port_trees.png
Drawn at 3 px/um.
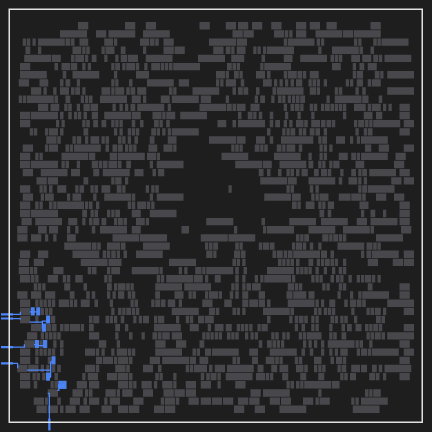
layers.png
Drawn at 3 px/um.
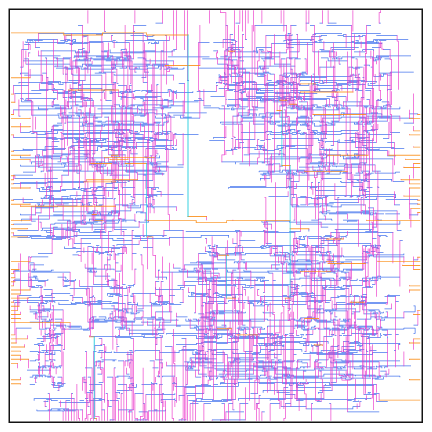
pinout.png
Drawn at 2 px/um. Pins as bars across the die edge, other pins in grey.
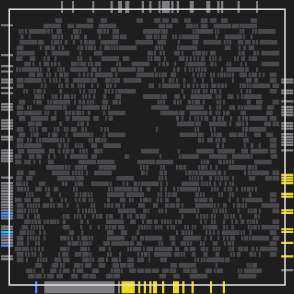
File: src/rtl/cpu_ctrl_pkg.sv
// Shared types for the CPU pipeline controller: FSM state encoding and
// branch-strategy codes.
package cpu_ctrl_pkg;

  typedef enum logic [1:0] {
    RUN      = 2'd0,
    MEM_WAIT = 2'd1,
    DRAIN    = 2'd2,
    HALTED   = 2'd3
  } ctrl_state_e;

  localparam logic [1:0] BP_NOT_TAKEN  = 2'b00;
  localparam logic [1:0] BP_TAKEN      = 2'b01;
  localparam logic [1:0] BP_DELAY_SLOT = 2'b10;

  // Only not-taken and delay-slot strategies are implemented.
  function automatic logic bp_unsupported(input logic [1:0] mode);
    logic res;
    case (mode)
      BP_NOT_TAKEN:  res = 1'b0;
      BP_DELAY_SLOT: res = 1'b0;
      BP_TAKEN:      res = 1'b1;
      default:       res = 1'b1;
    endcase
    return res;
  endfunction

endpackage

File: src/rtl/sat_counter.sv
// Saturating up-counter used for the pipeline performance counters.
module sat_counter #(
  parameter int unsigned W = 32
) (
  input  logic         clk,
  input  logic         rst_n,
  input  logic         i_en,
  output logic [W-1:0] o_count
);

  always_ff @(posedge clk or negedge rst_n) begin
    if (!rst_n) begin
      o_count <= '0;
    end else if (i_en && (o_count != '1)) begin
      o_count <= o_count + W'(1);
    end
  end

endmodule

File: src/rtl/pipeline_hazard_ctrl.sv
// Hazard and sequencing controller for the 5-stage pipeline: stalls, redirect
// flushes, memory wait freezes, drain-and-halt, and performance counters.
module pipeline_hazard_ctrl
  import cpu_ctrl_pkg::*;
#(
  parameter logic [31:0] HALT_PC      = 32'd88,
  parameter int unsigned DRAIN_CYCLES = 4,
  parameter int unsigned CNT_W        = 32
) (
  input  logic             clk,
  input  logic             rst,
  input  logic [1:0]       bp_mode,
  input  logic [31:0]      fetch_pc,
  input  logic [4:0]       id_rs,
  input  logic [4:0]       id_rt,
  input  logic             id_uses_rs,
  input  logic             id_uses_rt,
  input  logic             id_jump,
  input  logic             ex_mem_read,
  input  logic [4:0]       ex_rd,
  input  logic             ex_branch_taken,
  input  logic             imem_ready,
  input  logic             dmem_ready,
  output logic             pc_we,
  output logic             ifid_we,
  output logic             idex_we,
  output logic             exmem_we,
  output logic             memwb_we,
  output logic             ifid_flush,
  output logic             idex_flush,
  output logic             halted,
  output logic             bp_mode_err,
  output logic [CNT_W-1:0] cnt_cycles,
  output logic [CNT_W-1:0] cnt_stalls,
  output logic [CNT_W-1:0] cnt_flushes
);

  localparam int unsigned DRAIN_W = $clog2(DRAIN_CYCLES + 1);

  ctrl_state_e        r_state;
  ctrl_state_e        r_prior;
  logic [DRAIN_W-1:0] r_drain;

  ctrl_state_e        w_state_nxt;
  ctrl_state_e        w_prior_nxt;
  logic [DRAIN_W-1:0] w_drain_nxt;
  ctrl_state_e        w_eff;
  logic               w_wait;
  logic               w_load_use;
  logic               w_delay_slot;
  logic               w_stall_evt;
  logic               w_flush_evt;
  logic               w_cycle_evt;

  // Hazard conditions decoded from the current pipeline contents.
  always_comb begin
    w_wait       = !imem_ready || !dmem_ready;
    w_load_use   = ex_mem_read && (ex_rd != 5'd0) &&
                   ((id_uses_rs && (id_rs == ex_rd)) ||
                    (id_uses_rt && (id_rt == ex_rd)));
    w_delay_slot = (bp_mode == BP_DELAY_SLOT);
    // A wait cycle that clears behaves as the state it interrupted.
    w_eff        = (r_state == MEM_WAIT) ? r_prior : r_state;
    bp_mode_err  = bp_unsupported(bp_mode);
    halted       = (r_state == HALTED);
    w_cycle_evt  = (r_state != HALTED);
  end

  always_ff @(posedge clk or negedge rst) begin
    if (!rst) begin
      r_state <= RUN;
      r_prior <= RUN;
      r_drain <= '0;
    end else begin
      r_state <= w_state_nxt;
      r_prior <= w_prior_nxt;
      r_drain <= w_drain_nxt;
    end
  end

  // Next state and stage controls; priority wait > redirect > load-use > drain.
  always_comb begin
    w_state_nxt = w_eff;
    w_prior_nxt = r_prior;
    w_drain_nxt = r_drain;
    pc_we       = 1'b1;
    ifid_we     = 1'b1;
    idex_we     = 1'b1;
    exmem_we    = 1'b1;
    memwb_we    = 1'b1;
    ifid_flush  = 1'b0;
    idex_flush  = 1'b0;
    w_stall_evt = 1'b0;
    w_flush_evt = 1'b0;

    if (w_eff == HALTED) begin
      pc_we    = 1'b0;
      ifid_we  = 1'b0;
      idex_we  = 1'b0;
      exmem_we = 1'b0;
      memwb_we = 1'b0;
    end else if (w_wait) begin
      pc_we       = 1'b0;
      ifid_we     = 1'b0;
      idex_we     = 1'b0;
      exmem_we    = 1'b0;
      memwb_we    = 1'b0;
      w_stall_evt = 1'b1;
      w_state_nxt = MEM_WAIT;
      w_prior_nxt = w_eff;
    end else if (ex_branch_taken || id_jump) begin
      if (ex_branch_taken) begin
        ifid_flush  = 1'b1;
        idex_flush  = !w_delay_slot;
        w_flush_evt = 1'b1;
      end else begin
        ifid_flush  = !w_delay_slot;
        w_flush_evt = !w_delay_slot;
      end
      w_state_nxt = RUN;
      w_drain_nxt = '0;
    end else if (w_load_use) begin
      pc_we       = 1'b0;
      ifid_we     = 1'b0;
      idex_flush  = 1'b1;
      w_stall_evt = 1'b1;
      if (w_eff == DRAIN) begin
        if (r_drain <= DRAIN_W'(1)) begin
          w_state_nxt = HALTED;
          w_drain_nxt = '0;
        end else begin
          w_drain_nxt = r_drain - DRAIN_W'(1);
        end
      end
    end else if (w_eff == DRAIN) begin
      pc_we      = 1'b0;
      ifid_flush = 1'b1;
      if (r_drain <= DRAIN_W'(1)) begin
        w_state_nxt = HALTED;
        w_drain_nxt = '0;
      end else begin
        w_drain_nxt = r_drain - DRAIN_W'(1);
      end
    end else if (fetch_pc == HALT_PC) begin
      w_state_nxt = DRAIN;
      w_drain_nxt = DRAIN_W'(DRAIN_CYCLES);
    end

    // While reset is held the pipeline free-runs with no bubbles.
    if (!rst) begin
      pc_we       = 1'b1;
      ifid_we     = 1'b1;
      idex_we     = 1'b1;
      exmem_we    = 1'b1;
      memwb_we    = 1'b1;
      ifid_flush  = 1'b0;
      idex_flush  = 1'b0;
      w_stall_evt = 1'b0;
      w_flush_evt = 1'b0;
    end
  end

  sat_counter #(.W(CNT_W)) u_cnt_cycles (
    .clk     (clk),
    .rst_n   (rst),
    .i_en    (w_cycle_evt),
    .o_count (cnt_cycles)
  );

  sat_counter #(.W(CNT_W)) u_cnt_stalls (
    .clk     (clk),
    .rst_n   (rst),
    .i_en    (w_stall_evt),
    .o_count (cnt_stalls)
  );

  sat_counter #(.W(CNT_W)) u_cnt_flushes (
    .clk     (clk),
    .rst_n   (rst),
    .i_en    (w_flush_evt),
    .o_count (cnt_flushes)
  );

endmodule

File: config.mk
export PLATFORM = sky130hd
export DESIGN_NAME = pipeline_hazard_ctrl
export DESIGN_NICKNAME = d
export VERILOG_FILES = /design/src/rtl/cpu_ctrl_pkg.sv /design/src/rtl/sat_counter.sv /design/src/rtl/pipeline_hazard_ctrl.sv
export SDC_FILE = /design/constraint.sdc
export NUM_CORES = 1
export LEC_CHECK = 0
export ABC_AREA = 1
export CAP_MARGIN = 20
export CORE_MARGIN = 2
export CORE_UTILIZATION = 40
export DETAILED_ROUTE_END_ITERATION = 10
export MAX_ROUTING_LAYER = met4
export PLACE_DENSITY_LB_ADDON = 0.08
export SLEW_MARGIN = 20
export SYNTH_ARGS = -nofsm -noshare
export SYNTH_HDL_FRONTEND = slang
export SYNTH_SLANG_ARGS = --single-unit
File: constraint.sdc
create_clock -name clk -period 4.9 [get_ports clk]
set_input_delay 0.98 -clock clk [delete_from_list [all_inputs] [get_ports clk]]
set_output_delay 0.98 -clock clk [all_outputs]
set_load 0.03 [all_outputs]
==> run notes <==
The detailed router reported a total wirelength of 18,850 um. Share of Yosys cell area claimed by the top area cell type: 36.33%. The class of the most critical setup path is primary input to output pin. After detailed routing, the number of remaining DRC violations is 0. Per the skew report, the later register of the worst-skew pair sees a clock latency of 0.35 ns. Once iteration 0 of detailed routing completed, the report listed 478 DRC markers.

The worst setup path is captured at an output pin. CTS buffer count: 9. Clock transition at the register clock pins on the worst setup and hold paths after CTS: 0.06 ns. The net count after synthesis is 1,123, and the register cell area after layout is 0.002577 mm2. The cell type that accounts for the most area after synthesis is dfrtp_1. With the die width at 137.2 um, the data required time at the worst endpoint is 3.92 ns. The logs give 0.01609 ns for the final clock skew and 1,425 for the cell count after placement. Measured against its own limit, the worst slew margin works out to 37.53%.

Entering global routing, the biggest net connects 58 pins. The run finished with clean final reports. The chip area was 0.01882 mm2; the number of gates resized after cts was 0. In this run the critical path is formed by clkdlybuf4s50_1 -> inv_1 -> nand2_1 -> nand2_1 -> nor2_1 -> nand3_1 -> nand2_1 -> nand3_1 -> a21oi_1 -> clkdlybuf4s50_1. The run gives 0 as the number of inserted diodes.

The post-synthesis sequential element count came out at 103. The script extracted a total leakage power of 0.004131 uW. Per the synth stats, the proportion of register bits with asynchronous set or reset is 100.0%. Grouping stages by cell kind, the critical path spends the most delay in buffers and inverters.

The longest clock path from root to sink contains 2 buffers. The final worst-path cycle share is 80.72%.
Back to the opening pictures, port_trees.png:
Blue shows `id_rt`, bits 5, direction input, edge 4 left, 1 bottom, end cells 10, buffers 5, wire 60.5 um.

Back to the opening pictures, layers.png:
Cyan shows M4, wire length 189 um. Orange shows M3, wire length 691 um. Magenta shows M2, wire length 8,760 um. Blue shows M1, wire length 9,210 um.

Back to the opening pictures, pinout.png:
Cyan shows `id_uses_rt`, pins 1, direction input, edge left. Yellow shows `cnt_stalls`, pins 32, direction output, edge 20 bottom, 12 right. Blue shows `id_rt`, pins 5, direction input, edge 4 left, 1 bottom.
All pins by edge: 60 bottom, 47 left, 31 right, 25 top.

-- sequential cells by signal, summed over array words and instances, names as in the netlist --
signal	count
u_cnt_flushes.o_count	32
r_drain	3
r_prior	2
r_state	2
u_cnt_stalls.o_count	32
u_cnt_cycles.o_count	32
-- cell type report --
type                            count  share of cell area [%]
Clock inverter                      5                  0.6278
Clock buffer                       10                   2.607
Timing Repair Buffer              167                   18.07
Sequential cell                   103                   28.12
Tap cell                          225                   3.071
Multi-Input combinational cell    807                   42.47
Inverter                          123                   5.036
-- metrics by stage --
step / setup WS (ns) / power, uW
finish: 0.9448 / 1702
global route: 0.7693 / 1764
CTS: 0.9189 / 1718
detailed placement: 0.9397 / 978.0
global placement: 0.9766 / 977.3
floorplan: 1.393 / 902.6
-- report_power, final --
group          switching (uW)  total, uW  leakage, uW  internal (uW)
registers               0.203        850      0.00136            850
clock network             334        743     0.000149            409
logic                    53.4        109      0.00263           55.3
-- final timing paths --
path / end / slack, ns / depth (start not counted)
setup / recovery: idex_flush / 0.94 / 10
hold / removal: r_prior[1] / 0.44 / 1
setup reg to reg: u_cnt_flushes.o_count[29] / 2.35 / 10
hold reg to reg: r_drain[1] / 0.49 / 2
max in group asynchronous: u_cnt_cycles.o_count[13] / 2.87 / 3
min in group clk: r_drain[1] / 0.49 / 2
-- routing by layer --
layer / vias to the layer above / global-route usage (%) / part of all wire [%]
li1: 3619 / - / -
met1: 3189 / 28.95 / 49
met2: 151 / 33.42 / 46
met3: 15 / 2.465 / 3.7
met4: 0 / 5.212 / 1.0
met5: - / - / 0
-- cell families (layout without fill, tap and decap cells) --
logic type,Yosys count,count (layout)
xor gates and xnor gates,75,75
AOI/OAI and AO/OA,49,49
buffers and inverters,150,305
adders and majority gates,5,5
DFF,103,103
and+or+nand+nor,678,678
No activity file was given, so power comes from the tool's default toggle rates.
